### Routing congestion map, run 1

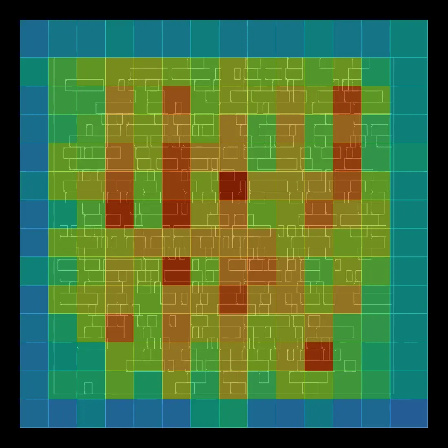
### I/O nets highlighted, run 1

The bar under the picture is 20 microns long.
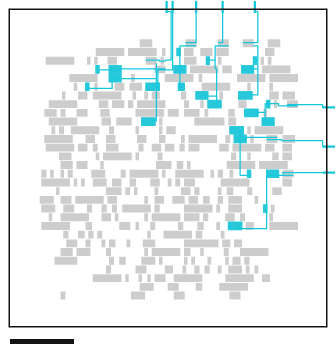
### The metal 1 layer, run 1

Supply wires on this layer in grey.
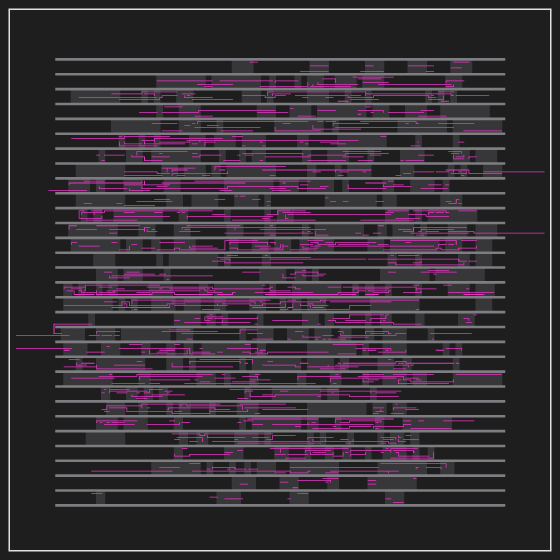
`config.mk`:
```
export PLATFORM = sky130hd
export DESIGN_NAME = ss_sort_ctrl
export DESIGN_NICKNAME = d
export VERILOG_FILES = /design/src/rtl/ss_pkg.sv /design/src/rtl/SS_detect_edge.sv /design/src/rtl/ss_sort_ctrl_cmp_min.sv /design/src/rtl/ss_sort_ctrl.sv
export SDC_FILE = /design/constraint.sdc
export NUM_CORES = 1
export LEC_CHECK = 0
export CELL_PAD_IN_SITES_DETAIL_PLACEMENT = 1
export CELL_PAD_IN_SITES_GLOBAL_PLACEMENT = 2
export CORE_MARGIN = 8
export CORE_UTILIZATION = 35
export DETAILED_ROUTE_END_ITERATION = 12
export GPL_TIMING_DRIVEN = 0
export PLACE_DENSITY = 0.77
export SETUP_SLACK_MARGIN = 0.1
export SYNTH_ARGS = -nofsm -noshare
export SYNTH_HDL_FRONTEND = slang
export SYNTH_SLANG_ARGS = --single-unit
```
`constraint.sdc`:
```
create_clock -name i_clk -period 4.08 [get_ports i_clk]
set_input_delay 1.224 -clock i_clk [delete_from_list [all_inputs] [get_ports i_clk]]
set_output_delay 1.224 -clock i_clk [all_outputs]
set_load 0.1 [all_outputs]
```
`src/rtl/ss_pkg.sv`:
```
// Shared types and compare helper for the selection-sort controller.
package ss_pkg;

    localparam int CMP_W = 65;

    typedef enum logic [3:0] {
        IDLE   = 4'd0,
        RD_I   = 4'd1,
        CAP_I  = 4'd2,
        SCAN   = 4'd3,
        DRAIN  = 4'd4,
        SWAP_A = 4'd5,
        SWAP_B = 4'd6,
        NEXT   = 4'd7,
        DONE   = 4'd8
    } ss_state_e;

    // Operands arrive already extended to CMP_W according to signedness; strict compare so ties lose.
    function automatic logic ss_wins(input logic ascend,
                                     input logic signed [CMP_W-1:0] cand,
                                     input logic signed [CMP_W-1:0] cur);
        return ascend ? (cand < cur) : (cand > cur);
    endfunction

endpackage

```
`src/rtl/SS_detect_edge.sv`:
```
// Registered-history edge detector; POS_EDGE selects rising or falling edge.
module SS_detect_edge #(
    parameter bit POS_EDGE = 1'b1
) (
    input  logic i_clk,
    input  logic i_rst_n,
    input  logic i_sig,
    output logic o_edge
);
    logic r_prev;

    always_ff @(posedge i_clk or negedge i_rst_n) begin
        if (!i_rst_n) r_prev <= 1'b0;
        else          r_prev <= i_sig;
    end

    assign o_edge = POS_EDGE ? (i_sig & ~r_prev) : (~i_sig & r_prev);
endmodule

```
`src/rtl/ss_sort_ctrl_cmp_min.sv`:
```
// Running min/max tracker: load seeds it, a valid candidate replaces it when it strictly wins.
import ss_pkg::*;

module ss_cmp_min #(
    parameter int DATA_W = 8,
    parameter int IDX_W  = 5,
    parameter bit ASCEND = 1'b1,
    parameter bit SIGNED = 1'b0
) (
    input  logic              i_clk,
    input  logic              i_rst_n,
    input  logic              i_load,
    input  logic [DATA_W-1:0] i_load_val,
    input  logic [IDX_W-1:0]  i_load_idx,
    input  logic              i_cand_vld,
    input  logic [DATA_W-1:0] i_cand_val,
    input  logic [IDX_W-1:0]  i_cand_idx,
    output logic              o_win,
    output logic [DATA_W-1:0] o_min_val,
    output logic [IDX_W-1:0]  o_min_idx
);
    logic signed [CMP_W-1:0] w_cand_x;
    logic signed [CMP_W-1:0] w_cur_x;

    assign w_cand_x = {{(CMP_W-DATA_W){SIGNED & i_cand_val[DATA_W-1]}}, i_cand_val};
    assign w_cur_x  = {{(CMP_W-DATA_W){SIGNED & o_min_val[DATA_W-1]}}, o_min_val};
    assign o_win    = i_cand_vld & ss_wins(ASCEND, w_cand_x, w_cur_x);

    always_ff @(posedge i_clk or negedge i_rst_n) begin
        if (!i_rst_n) begin
            o_min_val <= '0;
            o_min_idx <= '0;
        end else if (i_load) begin
            o_min_val <= i_load_val;
            o_min_idx <= i_load_idx;
        end else if (o_win) begin
            o_min_val <= i_cand_val;
            o_min_idx <= i_cand_idx;
        end
    end
endmodule

```
`src/rtl/ss_sort_ctrl.sv`:
```
// Selection-sort sequencer: scans each unsorted suffix of an external sync-read RAM and swaps the winner into place.
import ss_pkg::*;

module ss_sort_ctrl #(
    parameter int DATA_W = 8,
    parameter int DEPTH  = 16,
    parameter int ADDR_W = $clog2(DEPTH),
    parameter bit ASCEND = 1'b1,
    parameter bit SIGNED = 1'b0
) (
    input  logic              i_clk,
    input  logic              i_rst_n,
    input  logic              i_start,
    output logic              o_busy,
    output logic              o_done,
    output logic              o_rd_en,
    output logic [ADDR_W-1:0] o_rd_addr,
    input  logic [DATA_W-1:0] i_rd_data,
    output logic              o_wr_en,
    output logic [ADDR_W-1:0] o_wr_addr,
    output logic [DATA_W-1:0] o_wr_data
);
    localparam int IDX_W = ADDR_W + 1;

    ss_state_e         r_state;
    logic [IDX_W-1:0]  r_i, r_j, r_jd;
    logic [DATA_W-1:0] r_val_i;
    logic              r_rd_valid;
    logic              w_edge, w_win, w_load, w_cand_vld;
    logic [DATA_W-1:0] w_min_val;
    logic [IDX_W-1:0]  w_min_idx, w_final_idx;

    SS_detect_edge #(.POS_EDGE(1'b1)) u_edge (
        .i_clk  (i_clk),
        .i_rst_n(i_rst_n),
        .i_sig  (i_start),
        .o_edge (w_edge)
    );

    assign w_load     = (r_state == CAP_I);
    assign w_cand_vld = r_rd_valid && (r_state == SCAN || r_state == DRAIN);

    ss_cmp_min #(.DATA_W(DATA_W), .IDX_W(IDX_W), .ASCEND(ASCEND), .SIGNED(SIGNED)) u_cmp (
        .i_clk     (i_clk),
        .i_rst_n   (i_rst_n),
        .i_load    (w_load),
        .i_load_val(i_rd_data),
        .i_load_idx(r_i),
        .i_cand_vld(w_cand_vld),
        .i_cand_val(i_rd_data),
        .i_cand_idx(r_jd),
        .o_win     (w_win),
        .o_min_val (w_min_val),
        .o_min_idx (w_min_idx)
    );

    // The last candidate is judged in DRAIN itself, so the swap decision looks through the pending update.
    assign w_final_idx = w_win ? r_jd : w_min_idx;

    always_ff @(posedge i_clk or negedge i_rst_n) begin
        if (!i_rst_n) begin
            r_state    <= IDLE;
            r_i        <= '0;
            r_j        <= '0;
            r_jd       <= '0;
            r_val_i    <= '0;
            r_rd_valid <= 1'b0;
        end else begin
            case (r_state)
                IDLE: if (w_edge) begin
                    r_i     <= '0;
                    r_state <= RD_I;
                end
                RD_I: r_state <= CAP_I;
                CAP_I: begin
                    r_val_i    <= i_rd_data;
                    r_j        <= r_i + 1'b1;
                    r_rd_valid <= 1'b0;
                    r_state    <= SCAN;
                end
                SCAN: begin
                    r_jd       <= r_j;
                    r_rd_valid <= 1'b1;
                    if (r_j == IDX_W'(DEPTH - 1)) r_state <= DRAIN;
                    else                          r_j     <= r_j + 1'b1;
                end
                DRAIN: begin
                    r_rd_valid <= 1'b0;
                    r_state    <= (w_final_idx != r_i) ? SWAP_A : NEXT;
                end
                SWAP_A: r_state <= SWAP_B;
                SWAP_B: r_state <= NEXT;
                NEXT: begin
                    if (r_i == IDX_W'(DEPTH - 2)) begin
                        r_state <= DONE;
                    end else begin
                        r_i     <= r_i + 1'b1;
                        r_state <= RD_I;
                    end
                end
                DONE:    r_state <= IDLE;
                default: r_state <= IDLE;
            endcase
        end
    end

    always_comb begin
        o_rd_en   = 1'b0;
        o_rd_addr = '0;
        o_wr_en   = 1'b0;
        o_wr_addr = '0;
        o_wr_data = '0;
        case (r_state)
            RD_I: begin
                o_rd_en   = 1'b1;
                o_rd_addr = r_i[ADDR_W-1:0];
            end
            SCAN: begin
                o_rd_en   = 1'b1;
                o_rd_addr = r_j[ADDR_W-1:0];
            end
            SWAP_A: begin
                o_wr_en   = 1'b1;
                o_wr_addr = r_i[ADDR_W-1:0];
                o_wr_data = w_min_val;
            end
            SWAP_B: begin
                o_wr_en   = 1'b1;
                o_wr_addr = w_min_idx[ADDR_W-1:0];
                o_wr_data = r_val_i;
            end
            default: ;
        endcase
    end

    assign o_busy = (r_state != IDLE);
    assign o_done = (r_state == DONE);
endmodule
```
==> results.cfg, run 1 <==
; yosys + openroad results
[status]
status = complete, no violations

[worst_setup_path]
end_kind = output port
r2r_setup_slack_ns = 1.71
rr_worst_depth = 8
crit_family = buffers and inverters
critical_path_depth = 4
path_cells = clkbuf_1 > nand2_1 > inv_1 > clkdlybuf4s50_1
cp.arrival_ns = 2.58
cpPeakStageDelay_ns = 1.14

[drt]
detail-route-antenna-nets = 0
via_per_inst = 5.231
m1WireLength_microns = 3278
first_pass_iters = 4

[sta]
tightest_slew_ns = 0.9754
whs_ns = 0.4904
worst_slack_ns = 0.2764
relSlewSlack_pct = 34.77
fin_tns_setup_ns = 0
fmax_mhz = 262.9
fin_skew_ns = 0.005770
rsz0062_at_grt = no
finalMaxSlewViolations = 0

[clock_network]
post_cts_buffers = 0
cts_buffer_depth = 2
cts_tree = built
clock-sinks = 42
insertion_delay_ns = 0.30

[logic_synthesis]
flop_cell = dfrtp_1
topCellsByArea = dfrtp_1 (44%), nand2_1 (6.9%), ha_1 (5.7%)
ys_seq_share_pct = 43.80
synth_chip_area_sq_um = 2400
synth.distinct_cells = 40
async_flop_share_pct = 100.0
synth_area_sq_um = 2400
ys_sh_xor_pct = 3.650
top_logic_kind = simple AND/OR/NAND/NOR gates
largest_area_cell = dfrtp_1
most_common_cell = nand2_1
synthAoiAreaFrac_pct = 14.91
synth_top_area_share_pct = 43.80
yosysWarnings = 0

[finish]
buf_share_pct = 13.40
layout.area.comb_sq_um = 1247
drive_gt1_share_pct = 15.75
buffers = 45
regArea_sq_um = 1051
final_area_sq_um = 2960
fin_cells = 372
clock_tree_area_fraction_pct = 3.804
area_dominant_class = multi-input combinational cells
sh_comb_area_pct = 42.14
fillCellCount = 788

[global_route]
grt_util_met3_pct = 3.030

[place]
pre_cts_slack_ns = -0.3422
gp_congestion = 0.7842

[floorplanning]
num_tap_cells = 80
fp_util_pct = 35.72
core-area_sq_um = 6719

[hold_path]
whs_endpoint = r_val_i[3]
hp-class = register to register
holdPathStages = 2

[power_and_ir_drop]
powerSeq_uw = 746
ir_worst_vdd_mv = 0.7040
p_comb_share_pct = 54.7

[flow_run]
cap_violations = 0
About 'Routing congestion map':
WL per Instance: 18.02 microns
final design utilization: 44.06%
met2 Track Usage GR: 23.44%
GR Util All Layers: 14.41%

About 'I/O nets highlighted':
[cyan] i_rd_data | bits: 8 | direction: input | end cells: 24 | buffers: 8 | wire: 362 microns
PortBufs: 30
IO Count: 31

About 'The metal 1 layer':
main direction: horizontal
wire length on this layer: 3,280 microns
nets with wire on the layer: 289
longest straight run: 31.3 microns
share of all routed wire: 49%
via count: 1,946
final wirelength: 6703 microns
grt met1 use: 18.90%

==> run 1: how the worst max path moves through the flow <==
| stage | startpoint | end |
|---|---|---|
| after detailed placement | r_state[0] | o_wr_addr[2] |
| after floorplan | r_state[0] | o_done |
| final | r_state[0] | o_rd_en |
| after global placement | r_state[0] | o_wr_addr[2] |
| after CTS | r_state[0] | o_rd_addr[0] |
| after global routing | r_state[0] | o_wr_addr[0] |
==> run 1: registers in the layout, indices dropped and copies added, names as in the netlist <==
name             flops
u_cmp.o_min_val      8
r_val_i              8
u_edge.r_prev        1
r_jd                 5
r_i                  5
r_j                  5
r_rd_valid           1
u_cmp.o_min_idx      5
r_state              4
==> run 1: repair_timing <==
item / in CTS / in global routing
resized: 36 / 4
setup endpoints to repair: 13 / 4
hold endpoints to repair: 0 / 0
### The metal 2 layer, run 1

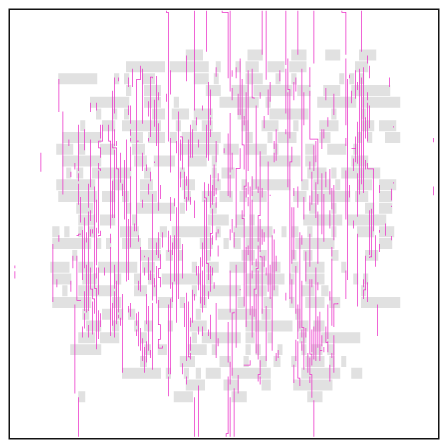

==> run 2, diff against run 1 <==
- CORE_ASPECT_RATIO: not set -> 2
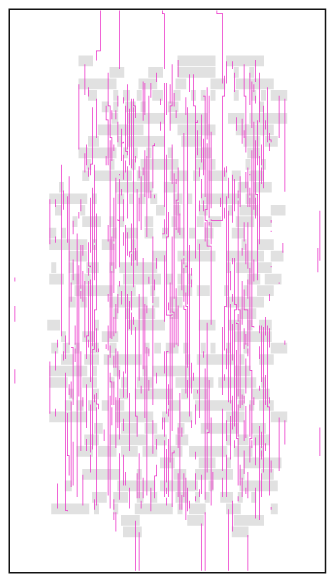
*The metal 2 layer, run 2*
main direction: vertical
nets with wire on the layer: 280
longest straight run: 62.2 microns
final wirelength: 6930 microns
via count: 1,963
met2 Track Usage GR: 29.02%

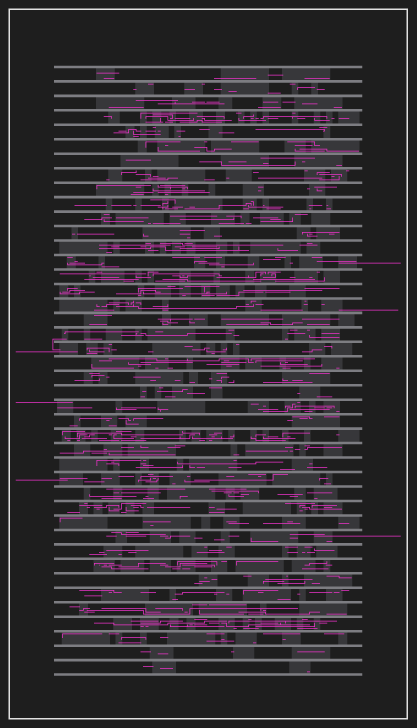
*The metal 1 layer, run 2*
Supply wires on this layer in grey.
share of all routed wire: 35%
wire length on this layer: 2,430 microns
nets with wire on the layer: 282
main direction: horizontal
grt met1 use: 14.66%

==> run 2 against run 1 <==
Compared with the run above:
- first-iteration DRC count down 11%
- synthesized cell count stayed put
- global-route usage is 0.98 points higher
- final cell count increased by 1.9%
- critical path type unchanged
==> results.cfg, run 2 <==
; yosys + openroad results
[floorplanning]
die_area_sq_um = 9923
fp_util_pct = 36.24
core-area_sq_um = 6621
ios = 31
die_w_microns = 74.55
rows = 42
die_y_microns = 133.1

[sta]
finalMaxSlewViolations = 0
rsz0062_at_grt = no
fin_skew_ns = 0.007971
relSlewSlack_pct = 35.28
worst_slack_ns = 0.2004
tightest_slew_ns = 0.9677
final-hold-violation-count = 0
fmax_mhz = 257.8
finalCritPeriodShare_pct = 95.09
fin_tns_setup_ns = 0
whs_ns = 0.4861

[worst_setup_path]
path_cells = buf_4 > nor2_1 > nand2_1 > inv_1 > clkdlybuf4s50_1
crit_family = buffers and inverters
end_kind = output port
crit_path_start = r_state[2]
cpPeakStageDelay_ns = 1.13
cp.arrival_ns = 2.66
crit_end = o_rd_en
cp-start-kind = register
rr_worst_depth = 8
r2r_setup_slack_ns = 1.70
critical_path_depth = 5
path_max_fanout = 10
path_buffers = 3
reg2reg_to = r_state[1]

[logic_synthesis]
synth_area_sq_um = 2400
yosysWarnings = 0
flop_cell = dfrtp_1
synth_top_area_share_pct = 43.80
ys_sh_xor_pct = 3.650
ys_cells = 253
synthAoiAreaFrac_pct = 14.91
syn-instance-count = 253
async_flop_share_pct = 100.0
synth.distinct_cells = 40
topCellsByArea = dfrtp_1 (44%), nand2_1 (6.9%), ha_1 (5.7%)
most_common_cell = nand2_1
top_cells_by_count = nand2_1 (44), dfrtp_1 (42), nor2_1 (15), o21ai_0 (15), inv_1 (14)
ys_sh_simple_pct = 17.41
largest_area_cell = dfrtp_1
top_logic_kind = simple AND/OR/NAND/NOR gates
ys_seq_share_pct = 43.80
synth_chip_area_sq_um = 2400

[drt]
wl_per_cell_microns = 18.28
detail-route-antenna-nets = 0
via_per_inst = 5.179
first_pass_iters = 4

[place]
portBuffers = 30
dp.cells = 372
pre_cts_slack_ns = -0.2023
gp_congestion = 0.7675

[power_and_ir_drop]
ir_worst_vdd_mv = 0.4134
p_comb_share_pct = 51.9
powerSeq_uw = 743
p_total_uw = 2517
leakagePower_uw = 0.001420
seqPwrFrac_pct = 29.5
switching_share_pct = 45.43
comb-power_uw = 1310

[flow_run]
cap_violations = 0
tool_warnings = 28

[clock_network]
clk_pin_slew_ns = 0.06
cts_buffers = 5
post_cts_buffers = 0
h-tree-depth = 2
clock-sinks = 42
insertion_delay_ns = 0.29
cts_tree = built
cts_buffer_depth = 2

[global_route]
grt_pass1_vias = 2168
track_usage_pct = 15.40
grt_max_degree = 26
antenna_found_initial = 0

[finish]
fillCellCount = 808
drive_gt1_share_pct = 15.12
regArea_sq_um = 1051
final_cell_mix = nand2_1 (44), dfrtp_1 (42), nor2_1 (15), o21ai_0 (15), inv_1 (14)
final_util_pct = 45.58
top_regs = r_val_i: 8 flops, u_cmp.o_min_val: 8 flops
fin_cells = 379
layout.area.comb_sq_um = 1242
final_area_sq_um = 3018
n_antenna_cell = 0

[hold_path]
whs_endpoint = r_val_i[6]
holdPathStages = 2
hp-start = r_val_i[6]
hp-class = register to register

[status]
status = complete, no violations
-- run 2: cell counts after synthesis --
Identical to the previous run, type by type.
-- run 2: area by class of cell --
class	count	area share (%)
buffer	14	2.073
clock buffer	6	4.602
clock inverter	1	0.9950
inverter	14	1.741
multi-input combinational	183	41.17
sequential	42	34.83
tap	88	3.648
timing repair buffer	31	10.95
-- run 2: metal layers --
| metal | share of wire, % | vias up | routed length [microns] | global-route usage (%) |
|---|---|---|---|---|
| met5 | 0 | - | 0 | 0 |
| met4 | 2.5 | 0 | 176 | 7.692 |
| met3 | 3.7 | 10 | 259 | 2.857 |
| met2 | 59 | 32 | 4061 | 29.02 |
| met1 | 35 | 970 | 2433 | 14.66 |
| li1 | - | 951 | - | - |
-- run 2: timing repair --
item	CTS	global route
cloned	0	0
resized	34	7
setup endpoints to repair	14	13
==> run 3, diff against run 2 <==
- CTS_CLUSTER_DIAMETER: not set -> 200
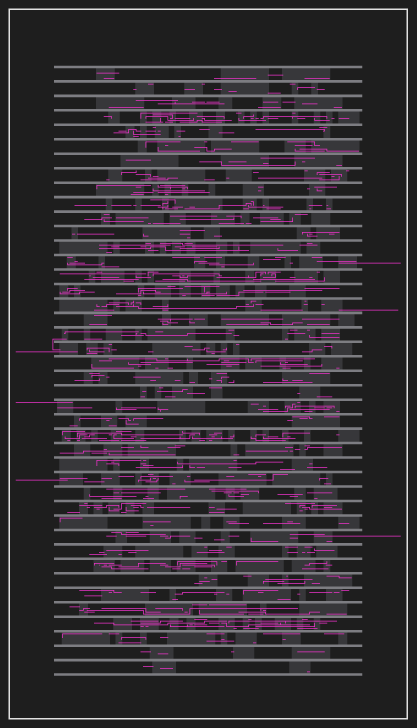
*The metal 1 layer, run 3*
Supply wires on this layer in grey.
main direction: horizontal
share of all routed wire: 35%
longest straight run: 20.2 microns

==> run 3 against run 2 <==
Compared with the run above:
- clock-buffer cell count did not move
- via count did not move
- global-route usage did not move
- clock power barely moved
- critical endpoint unchanged
- highest routed layer unchanged
==> results.cfg, run 3 <==
; yosys + openroad results
[status]
status = complete, no violations

[clock_network]
post_cts_buffers = 0
h-tree-depth = 2
ctsRootBufferMaster = clkbuf_16
cts_tree = built
cts_buffer_depth = 2
clk_pin_slew_ns = 0.06
insertion_delay_ns = 0.29
clock-sinks = 42
cts_buffers = 5

[finish]
sh_seq_area_pct = 34.83
final_area_sq_um = 3018
final_cell_mix = nand2_1 (44), dfrtp_1 (42), nor2_1 (15), o21ai_0 (15), inv_1 (14)
inverters = 14
top_regs = r_val_i: 8 flops, u_cmp.o_min_val: 8 flops
fin_cells = 379
flop-count = 42
comb_cells = 183
buffers = 45
layout.area.comb_sq_um = 1242
sh_comb_area_pct = 41.17
clock_tree_area_fraction_pct = 5.597
final_util_pct = 45.58
areaGrowthSynthToFinish_pct = 25.76
drive_gt1_share_pct = 15.12
regArea_sq_um = 1051
nClkBuffers = 6
n_antenna_cell = 0
fillCellCount = 808
buf_share_pct = 13.02
mostFrequentLayoutCell = nand2_1
area_dominant_class = multi-input combinational cells

[logic_synthesis]
synth_area_sq_um = 2400
topCellsByArea = dfrtp_1 (44%), nand2_1 (6.9%), ha_1 (5.7%)
synth_chip_area_sq_um = 2400
ys_sh_xor_pct = 3.650
largest_area_cell = dfrtp_1
ys_sh_simple_pct = 17.41
async_flop_share_pct = 100.0
ys_cells = 253
flop_cell = dfrtp_1
syn-instance-count = 253
mux_area_share_pct = 9.802
yosysWarnings = 0
ys_seq_share_pct = 43.80
top_logic_kind = simple AND/OR/NAND/NOR gates
synth.distinct_cells = 40
edf_count = 0
synthAoiAreaFrac_pct = 14.91
synth_top_area_share_pct = 43.80
top_cells_by_count = nand2_1 (44), dfrtp_1 (42), nor2_1 (15), o21ai_0 (15), inv_1 (14)
avgSynthCellArea_sq_um = 9.485
most_common_cell = nand2_1

[floorplanning]
die_w_microns = 74.55
num_tap_cells = 88
rows = 42
core-area_sq_um = 6621
die_area_sq_um = 9923
die_y_microns = 133.1
ios = 31
fp_util_pct = 36.24

[drt]
routed_wirelength_microns = 6930
first_pass_iters = 4
vias = 1963
wl_per_cell_microns = 18.28
detail-route-antenna-nets = 0
via_per_inst = 5.179

[global_route]
antenna_found_initial = 0
grt_max_degree = 26
grt_pass1_vias = 2168

[worst_setup_path]
critical_path_depth = 5
criticalPathCategory = register to output port
path_cells = buf_4 > nor2_1 > nand2_1 > inv_1 > clkdlybuf4s50_1
reg2reg_to = r_state[1]
cpMaxStageDelayCell = clkdlybuf4s50_1
cp-start-kind = register
path_buffers = 3
cp.arrival_ns = 2.66
crit_path_start = r_state[2]
crit_family = buffers and inverters
end_kind = output port
cpPeakStageDelay_ns = 1.13
path_max_fanout = 10
r2r_setup_slack_ns = 1.70
rr_worst_depth = 8
crit_end = o_rd_en

[flow_run]
cap_violations = 0
tool_warnings = 28

[hold_path]
hp-start = r_val_i[6]
whs_endpoint = r_val_i[6]
holdPathStages = 2
hp-class = register to register

[power_and_ir_drop]
leakagePower_uw = 0.001420
p_clk_uw = 467
clockPowerShare_pct = 18.6
seqPwrFrac_pct = 29.5
powerSeq_uw = 743
switching_share_pct = 45.43
p_comb_share_pct = 51.9
ir_worst_vdd_mv = 0.4134
p_total_uw = 2517
comb-power_uw = 1310

[sta]
fin_skew_ns = 0.007971
finalCritPeriodShare_pct = 95.09
fmax_mhz = 257.8
fin_tns_setup_ns = 0
rsz0062_at_grt = no
setup_viol = 0
tightest_slew_ns = 0.9677
whs_ns = 0.4861
worst_slack_ns = 0.2004
final-hold-violation-count = 0
finalMaxSlewViolations = 0
relSlewSlack_pct = 35.28
min_period_ns = 3.880

[place]
portBuffers = 30
gp_congestion = 0.7675
dp.cells = 372
pre_cts_slack_ns = -0.2023
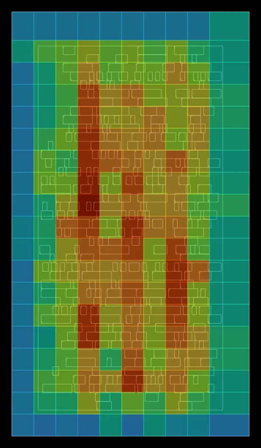
*Routing congestion map, run 3*
grt peak-use layer: met2
GR Util All Layers: 15.40%
met3 global-route usage: 2.857%

## run 3: repair_timing
action                     CTS  global route
setup endpoints to repair   14            13
cloned                       0             0
hold buffers                 0             0
gates resized               34             7
## run 3: cells by family (layout without fill, tap and decap cells)
| kind of cell | Yosys count | after routing |
|---|---|---|
| XOR/XNOR | 10 | 10 |
| flip-flops | 42 | 42 |
| adder cells (fa/ha/maj) | 11 | 11 |
| AND/OR/NAND/NOR | 90 | 90 |
| AND-OR/OR-AND | 50 | 50 |
| buffers and inverters | 28 | 66 |
| multiplexers | 22 | 22 |
## run 3: metal layers
metal  vias up  track usage [%]  wire (microns)  part of all wire, %
met5         -                0               0                    0
met4         0            7.692             176                  2.5
met3        10            2.857             259                  3.7
met2        32            29.02            4061                   59
met1       970            14.66            2433                   35
li1        951                -               -                    -

==> layout pictures side by side <==
Where the registers sit.
Other sequential cells in the stronger grey, the rest of the logic in the fainter grey.
image #1
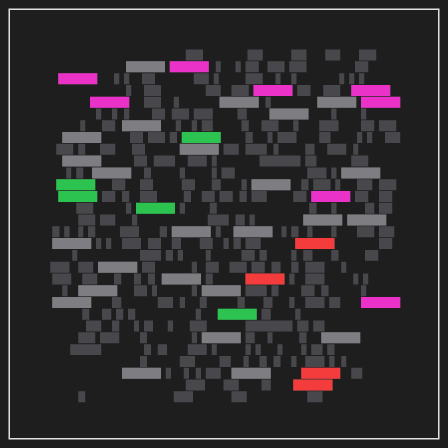
image #2
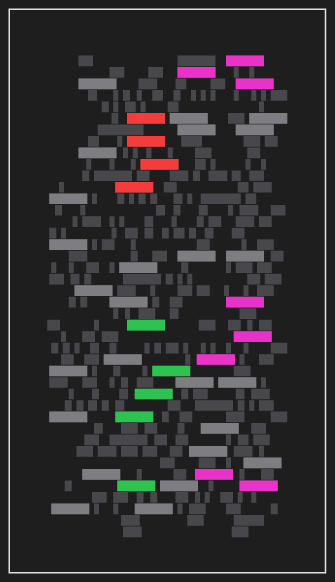
image #1 -> run 1
image #2 -> run 2

Key to image #2:
[magenta] r_val_i | flops: 8
[red] r_state | flops: 4 | where: top centre
[green] r_jd | flops: 5

Power and IR drop assume default switching activity.
